### config.mk
export PLATFORM = sky130hd
export DESIGN_NAME = syzygy_dac_spi_arbiter_flat
export DESIGN_NICKNAME = d
export VERILOG_FILES = /design/src/rtl/syzygy_dac_spi_arbiter_pkg.sv /design/src/rtl/syzygy_dac_spi_arbiter_if.sv /design/src/rtl/syzygy_rr_grant2.sv /design/src/rtl/syzygy_dac_spi_arbiter.sv /design/src/flat_wrapper.sv
export SDC_FILE = /design/constraint.sdc
export NUM_CORES = 1
export LEC_CHECK = 0
export ABC_CLOCK_PERIOD_IN_PS = 2000
export CAP_MARGIN = 20
export CORE_MARGIN = 8
export CORE_UTILIZATION = 23
export CTS_CLUSTER_DIAMETER = 60
export DETAILED_ROUTE_END_ITERATION = 10
export PLACE_DENSITY = 0.47
export RECOVER_POWER = 100
export SYNTH_ARGS = -nofsm -noshare
export SYNTH_HDL_FRONTEND = slang
export SYNTH_SLANG_ARGS = --single-unit
### constraint.sdc
create_clock -name clk -period 2 [get_ports clk]
set_input_delay 0.2 -clock clk [delete_from_list [all_inputs] [get_ports clk]]
set_output_delay 0.2 -clock clk [all_outputs]
set_load 0.1 [all_outputs]
### src/rtl/syzygy_dac_spi_arbiter_pkg.sv
// -----------------------------------------------------------------------------
// syzygy_dac_spi_pkg
//   Shared definitions for the DAC SPI arbiter:
//   - SPI register-port widths and read/write encodings
//   - arbiter FSM state encoding
//   - requester indices (0 = DAC init/config controller, 1 = host/PS path)
//   - the latched SPI command record and a read-data helper
// -----------------------------------------------------------------------------
package syzygy_dac_spi_pkg;

  localparam int SPI_REG_W  = 6;
  localparam int SPI_DATA_W = 8;

  localparam logic SPI_RW_READ  = 1'b1;
  localparam logic SPI_RW_WRITE = 1'b0;

  // Requester indices; also the value stored in the owner / last-grant flops.
  localparam logic REQ_CTRL = 1'b0;
  localparam logic REQ_HOST = 1'b1;

  typedef enum logic [1:0] {
    ST_IDLE  = 2'd0,  // waiting for a request, ready may be given
    ST_ISSUE = 2'd1,  // one-cycle spi_send pulse
    ST_WAIT  = 2'd2,  // waiting for spi_done, timeout counter running
    ST_RESP  = 2'd3   // one-cycle response strobe to the owner
  } arb_state_e;

  // One SPI register-port command as latched on the request handshake.
  // Field order matches {reqN_reg, reqN_data, reqN_rw}.
  typedef struct packed {
    logic [SPI_REG_W-1:0]  addr;
    logic [SPI_DATA_W-1:0] data;
    logic                  rw;
  } spi_cmd_t;

  // Writes return 0x00 to the requester; only reads carry SPI data back.
  function automatic logic [SPI_DATA_W-1:0] read_data_or_zero(
    input logic                  rw,
    input logic [SPI_DATA_W-1:0] data
  );
    return (rw == SPI_RW_READ) ? data : '0;
  endfunction

endpackage

### src/rtl/syzygy_dac_spi_arbiter_if.sv
// -----------------------------------------------------------------------------
// syzygy_dac_spi_arbiter_if
//   One requester's command/response channel into the DAC SPI arbiter.
//   Request  : req_valid/req_ready handshake carrying req_reg, req_data, req_rw
//              (req_rw 1 = read, 0 = write).
//   Response : rsp_valid one-cycle strobe; rsp_data (0x00 on write/timeout)
//              and rsp_timeout are meaningful only while rsp_valid is high.
//   Modports : master = requester side, slave = arbiter side.
// -----------------------------------------------------------------------------
interface syzygy_dac_spi_arbiter_if;
  import syzygy_dac_spi_pkg::*;

  logic                  req_valid;
  logic                  req_ready;
  logic [SPI_REG_W-1:0]  req_reg;
  logic [SPI_DATA_W-1:0] req_data;
  logic                  req_rw;

  logic                  rsp_valid;
  logic [SPI_DATA_W-1:0] rsp_data;
  logic                  rsp_timeout;

  modport master (
    output req_valid, req_reg, req_data, req_rw,
    input  req_ready, rsp_valid, rsp_data, rsp_timeout
  );

  modport slave (
    input  req_valid, req_reg, req_data, req_rw,
    output req_ready, rsp_valid, rsp_data, rsp_timeout
  );

endinterface

### src/rtl/syzygy_rr_grant2.sv
// -----------------------------------------------------------------------------
// syzygy_rr_grant2
//   Two-way round-robin grant. While en is high, grant is a combinational
//   one-hot (or zero) subset of req: a lone request wins outright, a tie goes
//   to the requester that did not win last time. last_grant updates only when
//   a grant is actually issued (the grant doubles as the requester's ready, so
//   grant implies handshake).
//
//   Ports:
//     clk, reset  clock, asynchronous active-high reset (last_grant -> 1)
//     en          arbitration window (arbiter idle)
//     req[1:0]    request valids, bit N = requester N
//     grant[1:0]  one-hot grant / ready, bit N = requester N
// -----------------------------------------------------------------------------
module syzygy_rr_grant2
  import syzygy_dac_spi_pkg::*;
(
  input  logic       clk,
  input  logic       reset,
  input  logic       en,
  input  logic [1:0] req,
  output logic [1:0] grant
);

  logic last_grant_q;
  logic last_grant_d;

  // NOTE: every output of a combinational block gets a default before any
  // branch so no path leaves it unassigned (which would infer a latch).
  always_comb begin
    grant        = 2'b00;
    last_grant_d = last_grant_q;
    if (en) begin
      if (req == 2'b11) begin
        grant = (last_grant_q == REQ_HOST) ? 2'b01 : 2'b10;
      end else begin
        grant = req;
      end
      if (grant != 2'b00) begin
        last_grant_d = grant[1];  // index of the winner
      end
    end
  end

  // Reset to "host won last" so the DAC controller wins the first tie.
  // NOTE: sequential state uses non-blocking assignments so every flop
  // samples pre-edge values regardless of statement order.
  always_ff @(posedge clk or posedge reset) begin
    if (reset) begin
      last_grant_q <= REQ_HOST;
    end else begin
      last_grant_q <= last_grant_d;
    end
  end

endmodule

### src/rtl/syzygy_dac_spi_arbiter.sv
// -----------------------------------------------------------------------------
// syzygy_dac_spi_arbiter
//   Shares the single DAC SPI master register port between the DAC
//   init/config controller (req0) and the host register-access path (req1).
//   One transaction at a time: grant (round-robin) -> issue spi_send ->
//   wait for spi_done with a timeout -> one-cycle response to the owner.
//
//   Latency: handshake at N, spi_send at N+1, earliest accepted spi_done at
//   N+2, rsp_valid at N+3, next handshake possible at N+4.
//
//   Parameters:
//     TIMEOUT_CYCLES  cycles allowed in WAIT before abort (>= 4)
//     TMO_W           timeout counter width, must hold TIMEOUT_CYCLES-1
//
//   Ports:
//     clk, reset      clock, asynchronous active-high reset
//     req0, req1      requester channels (slave side), see the interface
//     spi_reg         SPI register address, stable from ISSUE through WAIT
//     spi_data_in     SPI write data, stable from ISSUE through WAIT
//     spi_rw          SPI direction (1 = read), stable from ISSUE through WAIT
//     spi_send        one-cycle start pulse (ISSUE)
//     spi_done        SPI master completion, honoured only in WAIT
//     spi_data_out    SPI read data, valid with spi_done
//     busy            high whenever the arbiter is not IDLE
// -----------------------------------------------------------------------------
module syzygy_dac_spi_arbiter
  import syzygy_dac_spi_pkg::*;
#(
  parameter int TIMEOUT_CYCLES = 1024,
  parameter int TMO_W          = 11
) (
  input  logic                   clk,
  input  logic                   reset,

  syzygy_dac_spi_arbiter_if.slave req0,
  syzygy_dac_spi_arbiter_if.slave req1,

  output logic [SPI_REG_W-1:0]   spi_reg,
  output logic [SPI_DATA_W-1:0]  spi_data_in,
  output logic                   spi_rw,
  output logic                   spi_send,
  input  logic                   spi_done,
  input  logic [SPI_DATA_W-1:0]  spi_data_out,

  output logic                   busy
);

  // Last WAIT count before the transaction is declared timed out: WAIT is
  // entered with the counter at 0, so RESP follows exactly TIMEOUT_CYCLES
  // cycles after WAIT entry when no done arrives.
  localparam logic [TMO_W-1:0] TMO_LAST = TMO_W'(TIMEOUT_CYCLES - 1);

  arb_state_e            state_q,     state_d;
  spi_cmd_t              cmd_q,       cmd_d;
  logic                  owner_q,     owner_d;
  logic [TMO_W-1:0]      tmo_cnt_q,   tmo_cnt_d;
  logic [SPI_DATA_W-1:0] rsp0_data_q, rsp0_data_d;
  logic [SPI_DATA_W-1:0] rsp1_data_q, rsp1_data_d;
  logic                  rsp0_tmo_q,  rsp0_tmo_d;
  logic                  rsp1_tmo_q,  rsp1_tmo_d;

  logic                  idle;
  logic [1:0]            grant;
  spi_cmd_t              ctrl_cmd;
  spi_cmd_t              host_cmd;

  // Per-transaction completion result, folded into the owner's registers.
  logic                  finish;
  logic [SPI_DATA_W-1:0] fin_data;
  logic                  fin_tmo;

  assign idle     = (state_q == ST_IDLE);
  assign ctrl_cmd = {req0.req_reg, req0.req_data, req0.req_rw};
  assign host_cmd = {req1.req_reg, req1.req_data, req1.req_rw};

  // Grant is only offered in IDLE, so ready can never be seen mid-transaction
  // and a requester that drops valid before ready leaves no trace.
  syzygy_rr_grant2 u_grant (
    .clk   (clk),
    .reset (reset),
    .en    (idle),
    .req   ({req1.req_valid, req0.req_valid}),
    .grant (grant)
  );

  assign req0.req_ready = grant[0];
  assign req1.req_ready = grant[1];

  // ---------------------------------------------------------------------------
  // Next-state / datapath
  // ---------------------------------------------------------------------------
  always_comb begin
    state_d     = state_q;
    cmd_d       = cmd_q;
    owner_d     = owner_q;
    tmo_cnt_d   = tmo_cnt_q;
    rsp0_data_d = rsp0_data_q;
    rsp1_data_d = rsp1_data_q;
    rsp0_tmo_d  = rsp0_tmo_q;
    rsp1_tmo_d  = rsp1_tmo_q;
    finish      = 1'b0;
    fin_data    = '0;
    fin_tmo     = 1'b0;

    unique case (state_q)
      ST_IDLE: begin
        // spi_done is deliberately not looked at here.
        if (grant != 2'b00) begin
          owner_d = grant[1];
          cmd_d   = grant[1] ? host_cmd : ctrl_cmd;
          state_d = ST_ISSUE;
        end
      end

      ST_ISSUE: begin
        // A done seen here belongs to nothing we issued; it is dropped.
        tmo_cnt_d = '0;
        state_d   = ST_WAIT;
      end

      ST_WAIT: begin
        // Done is tested first so it wins over the terminal count.
        if (spi_done) begin
          finish   = 1'b1;
          fin_data = read_data_or_zero(cmd_q.rw, spi_data_out);
        end else if (tmo_cnt_q == TMO_LAST) begin
          finish  = 1'b1;
          fin_tmo = 1'b1;
        end else begin
          // Only reached below TMO_LAST, so the counter can never wrap.
          tmo_cnt_d = tmo_cnt_q + 1'b1;
        end
      end

      ST_RESP: begin
        state_d = ST_IDLE;
      end

      default: begin
        state_d = ST_IDLE;
      end
    endcase

    // Response data/timeout are per requester and held until that
    // requester's next response.
    if (finish) begin
      state_d = ST_RESP;
      if (owner_q == REQ_HOST) begin
        rsp1_data_d = fin_data;
        rsp1_tmo_d  = fin_tmo;
      end else begin
        rsp0_data_d = fin_data;
        rsp0_tmo_d  = fin_tmo;
      end
    end
  end

  // ---------------------------------------------------------------------------
  // State registers. Reset drops straight back to IDLE with everything
  // cleared; an in-flight transaction gets no response.
  // ---------------------------------------------------------------------------
  always_ff @(posedge clk or posedge reset) begin
    if (reset) begin
      state_q     <= ST_IDLE;
      cmd_q       <= '0;
      owner_q     <= REQ_CTRL;
      tmo_cnt_q   <= '0;
      rsp0_data_q <= '0;
      rsp1_data_q <= '0;
      rsp0_tmo_q  <= 1'b0;
      rsp1_tmo_q  <= 1'b0;
    end else begin
      state_q     <= state_d;
      cmd_q       <= cmd_d;
      owner_q     <= owner_d;
      tmo_cnt_q   <= tmo_cnt_d;
      rsp0_data_q <= rsp0_data_d;
      rsp1_data_q <= rsp1_data_d;
      rsp0_tmo_q  <= rsp0_tmo_d;
      rsp1_tmo_q  <= rsp1_tmo_d;
    end
  end

  // ---------------------------------------------------------------------------
  // Outputs: all decoded from flops, so none can glitch into the SPI master.
  // ---------------------------------------------------------------------------
  assign spi_reg     = cmd_q.addr;
  assign spi_data_in = cmd_q.data;
  assign spi_rw      = cmd_q.rw;
  assign spi_send    = (state_q == ST_ISSUE);
  assign busy        = !idle;

  assign req0.rsp_valid   = (state_q == ST_RESP) && (owner_q == REQ_CTRL);
  assign req0.rsp_data    = rsp0_data_q;
  assign req0.rsp_timeout = rsp0_tmo_q;

  assign req1.rsp_valid   = (state_q == ST_RESP) && (owner_q == REQ_HOST);
  assign req1.rsp_data    = rsp1_data_q;
  assign req1.rsp_timeout = rsp1_tmo_q;

endmodule

### src/flat_wrapper.sv
// flat-port wrapper written by rule: the top's interface ports become plain ports
module syzygy_dac_spi_arbiter_flat import syzygy_dac_spi_pkg::*;
#(
  parameter int TIMEOUT_CYCLES = 1024,
  parameter int TMO_W          = 11
)
  (clk, reset, spi_reg, spi_data_in, spi_rw, spi_send, spi_done, spi_data_out, busy, req0_req_valid, req0_req_reg, req0_req_data, req0_req_rw, req0_req_ready, req0_rsp_valid, req0_rsp_data, req0_rsp_timeout, req1_req_valid, req1_req_reg, req1_req_data, req1_req_rw, req1_req_ready, req1_rsp_valid, req1_rsp_data, req1_rsp_timeout);
  syzygy_dac_spi_arbiter_if req0_i ();
  syzygy_dac_spi_arbiter_if req1_i ();
  input  logic clk;
  input  logic reset;
  output logic [SPI_REG_W-1:0] spi_reg;
  output logic [SPI_DATA_W-1:0] spi_data_in;
  output logic spi_rw;
  output logic spi_send;
  input  logic spi_done;
  input  logic [SPI_DATA_W-1:0] spi_data_out;
  output logic busy;
  input wire logic [$bits(req0_i.req_valid)-1:0] req0_req_valid;
  input wire logic [$bits(req0_i.req_reg)-1:0] req0_req_reg;
  input wire logic [$bits(req0_i.req_data)-1:0] req0_req_data;
  input wire logic [$bits(req0_i.req_rw)-1:0] req0_req_rw;
  output wire logic [$bits(req0_i.req_ready)-1:0] req0_req_ready;
  output wire logic [$bits(req0_i.rsp_valid)-1:0] req0_rsp_valid;
  output wire logic [$bits(req0_i.rsp_data)-1:0] req0_rsp_data;
  output wire logic [$bits(req0_i.rsp_timeout)-1:0] req0_rsp_timeout;
  input wire logic [$bits(req1_i.req_valid)-1:0] req1_req_valid;
  input wire logic [$bits(req1_i.req_reg)-1:0] req1_req_reg;
  input wire logic [$bits(req1_i.req_data)-1:0] req1_req_data;
  input wire logic [$bits(req1_i.req_rw)-1:0] req1_req_rw;
  output wire logic [$bits(req1_i.req_ready)-1:0] req1_req_ready;
  output wire logic [$bits(req1_i.rsp_valid)-1:0] req1_rsp_valid;
  output wire logic [$bits(req1_i.rsp_data)-1:0] req1_rsp_data;
  output wire logic [$bits(req1_i.rsp_timeout)-1:0] req1_rsp_timeout;
  assign req0_i.req_valid = req0_req_valid;
  assign req0_i.req_reg = req0_req_reg;
  assign req0_i.req_data = req0_req_data;
  assign req0_i.req_rw = req0_req_rw;
  assign req0_req_ready = req0_i.req_ready;
  assign req0_rsp_valid = req0_i.rsp_valid;
  assign req0_rsp_data = req0_i.rsp_data;
  assign req0_rsp_timeout = req0_i.rsp_timeout;
  assign req1_i.req_valid = req1_req_valid;
  assign req1_i.req_reg = req1_req_reg;
  assign req1_i.req_data = req1_req_data;
  assign req1_i.req_rw = req1_req_rw;
  assign req1_req_ready = req1_i.req_ready;
  assign req1_rsp_valid = req1_i.rsp_valid;
  assign req1_rsp_data = req1_i.rsp_data;
  assign req1_rsp_timeout = req1_i.rsp_timeout;
  syzygy_dac_spi_arbiter #(.TIMEOUT_CYCLES(TIMEOUT_CYCLES), .TMO_W(TMO_W)) u_core (.clk(clk), .reset(reset), .req0(req0_i), .req1(req1_i), .spi_reg(spi_reg), .spi_data_in(spi_data_in), .spi_rw(spi_rw), .spi_send(spi_send), .spi_done(spi_done), .spi_data_out(spi_data_out), .busy(busy));
endmodule
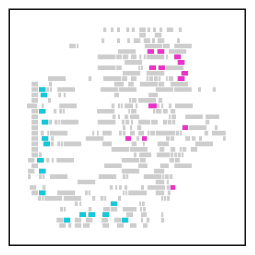
Fig. 1. Logic cells by family.
Drawn at 2 px/µm.
[multiplexers] cyan | cells: 15 | most used: mux2i_1
[AND-OR and OR-AND gates] magenta | cells: 13 | most used: a32o_1
Comb/total area: 32.17%
most instantiated logic cell after routing: dfrtp_1

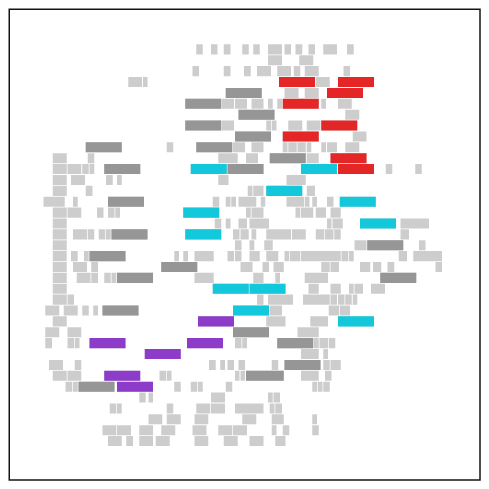
Fig. 2. Register map, names as in the netlist.
Drawn at 4 px/µm.
[u_core.tmo_cnt_q] cyan | flops: 11 | where: middle
[u_core.spi_reg] purple | flops: 6
[u_core.req1.rsp_data] red | flops: 8
not colored: 23
Post-Route Utilization: 32.42%
total area of sequential cells: 1202 µm²
fraction of area in registers: 36.58%

==> flow_summary.yaml <==
# yosys + openroad results
global_route:
  track_usage_pct: 9.362
  grt_max_degree: 37
  grt-ovfl-total: 0
final_timing:
  final_max_slew_viol_count: 0
  rsz0062_at_grt: "no"
  worst_pin_slew_ps: 887.6
  fin_setup_tns_ps: 0
  fin_crit_ps: 1857
floorplanning:
  io_pins: 82
  fp_util_pct: 23.28
  die_w_um: 117.3
  rows: 37
setup_path:
  cp.arrival_ps: 1660
  ff2ff_setup_slack_ps: 220
layout:
  area_growth_pct: 39.29
  layout-drive-gt1-share_pct: 21.68
  largest_reg_flops: 11
  n_antenna_cell: 0
synth:
  ys_ff: 48
  syn_nets: 274
  syn-cell-area_um2: 2360
  ys_async_sr_fraction_pct: 100.0
  flop_cell: "dfrtp_1"
clocking:
  cts.sinks: 48
  cts_tree: "built"
  cts_max_level: 2
routing:
  drtIter0Drc: 43
  firstDrtPassIters: 4
status:
  status: "completed"
## final cells by class
| type | instances | area share (%) |
|---|---|---|
| flip-flops and latches | 48 | 36.58 |
| multi-input cells | 155 | 32.17 |
| repair buffers | 89 | 22.08 |
| well taps | 136 | 5.177 |
| clock buffers | 6 | 2.512 |
| inverters | 9 | 1.028 |
| clock inverters | 2 | 0.4568 |
## worst paths after layout
path,from,end
setup / recovery,u_core.state_q[1],req1_req_ready
hold / removal,reset,u_core.spi_data_in[3]
setup reg to reg,u_core.state_q[0],u_core.req0.rsp_data[6]
hold reg to reg,u_core.u_grant.last_grant_q,u_core.u_grant.last_grant_q
max in group asynchronous,reset,u_core.tmo_cnt_q[10]
min in group clk,u_core.u_grant.last_grant_q,u_core.u_grant.last_grant_q
## Yosys cell counts (3+ instances only)
master | instances | area, µm²
dfrtp_1 | 47 | 1176
nand2_1 | 41 | 153.9
o21ai_0 | 22 | 110.1
mux2i_1 | 15 | 150.1
inv_1 | 9 | 33.78
a32o_1 | 8 | 80.08
o2bb2ai_1 | 8 | 70.07
clkbuf_1 | 7 | 26.28
o21ai_1 | 7 | 35.03
a21oi_1 | 6 | 30.03
ha_1 | 5 | 62.56
nor2_1 | 4 | 15.01
and2_1 | 3 | 18.77
buf_2 | 3 | 15.01
## per-stage QoR
step	hold slack [ps]	setup WS [ps]	instances	util [%]
floorplan	304.1	78.85	226	-
global placement	459.8	255.1	437	32.95
detailed placement	461.5	219.9	437	32.95
CTS	151.7	54.01	445	33.91
global route	393.0	9.373	445	32.42
finish	342.4	143.3	445	32.42
## metal layers
layer	up-vias	GRT usage, %	wire length [µm]
li1	976	-	-
met1	923	11.84	2880
met2	53	14.62	2963
met3	5	3.181	357
met4	0	3.072	59
met5	-	0	0
## critical path: cells and delay by family (launching register included)
kind	cells	cell delay, ps
adders and majority gates	1	220
buffers and inverters	4	570
DFF	1	420
and+or+nand+nor	1	130
## what timing repair did
action | in CTS | in global routing
resized | 0 | 1
setup endpoints to repair | 0 | 1
endpoints found under the hold margin | 0 | 0
setup buffers | 0 | 0
## kinds of logic (layout without fill, tap and decap cells)
group	count (synthesis)	after routing	synth area share (%)
DFF	48	48	50.95
and+or+nand+nor	68	68	14.53
adders and majority gates	5	5	2.651
buffers and inverters	23	106	4.506
AOI/OAI and AO/OA	67	67	21.00
muxes	15	15	6.363
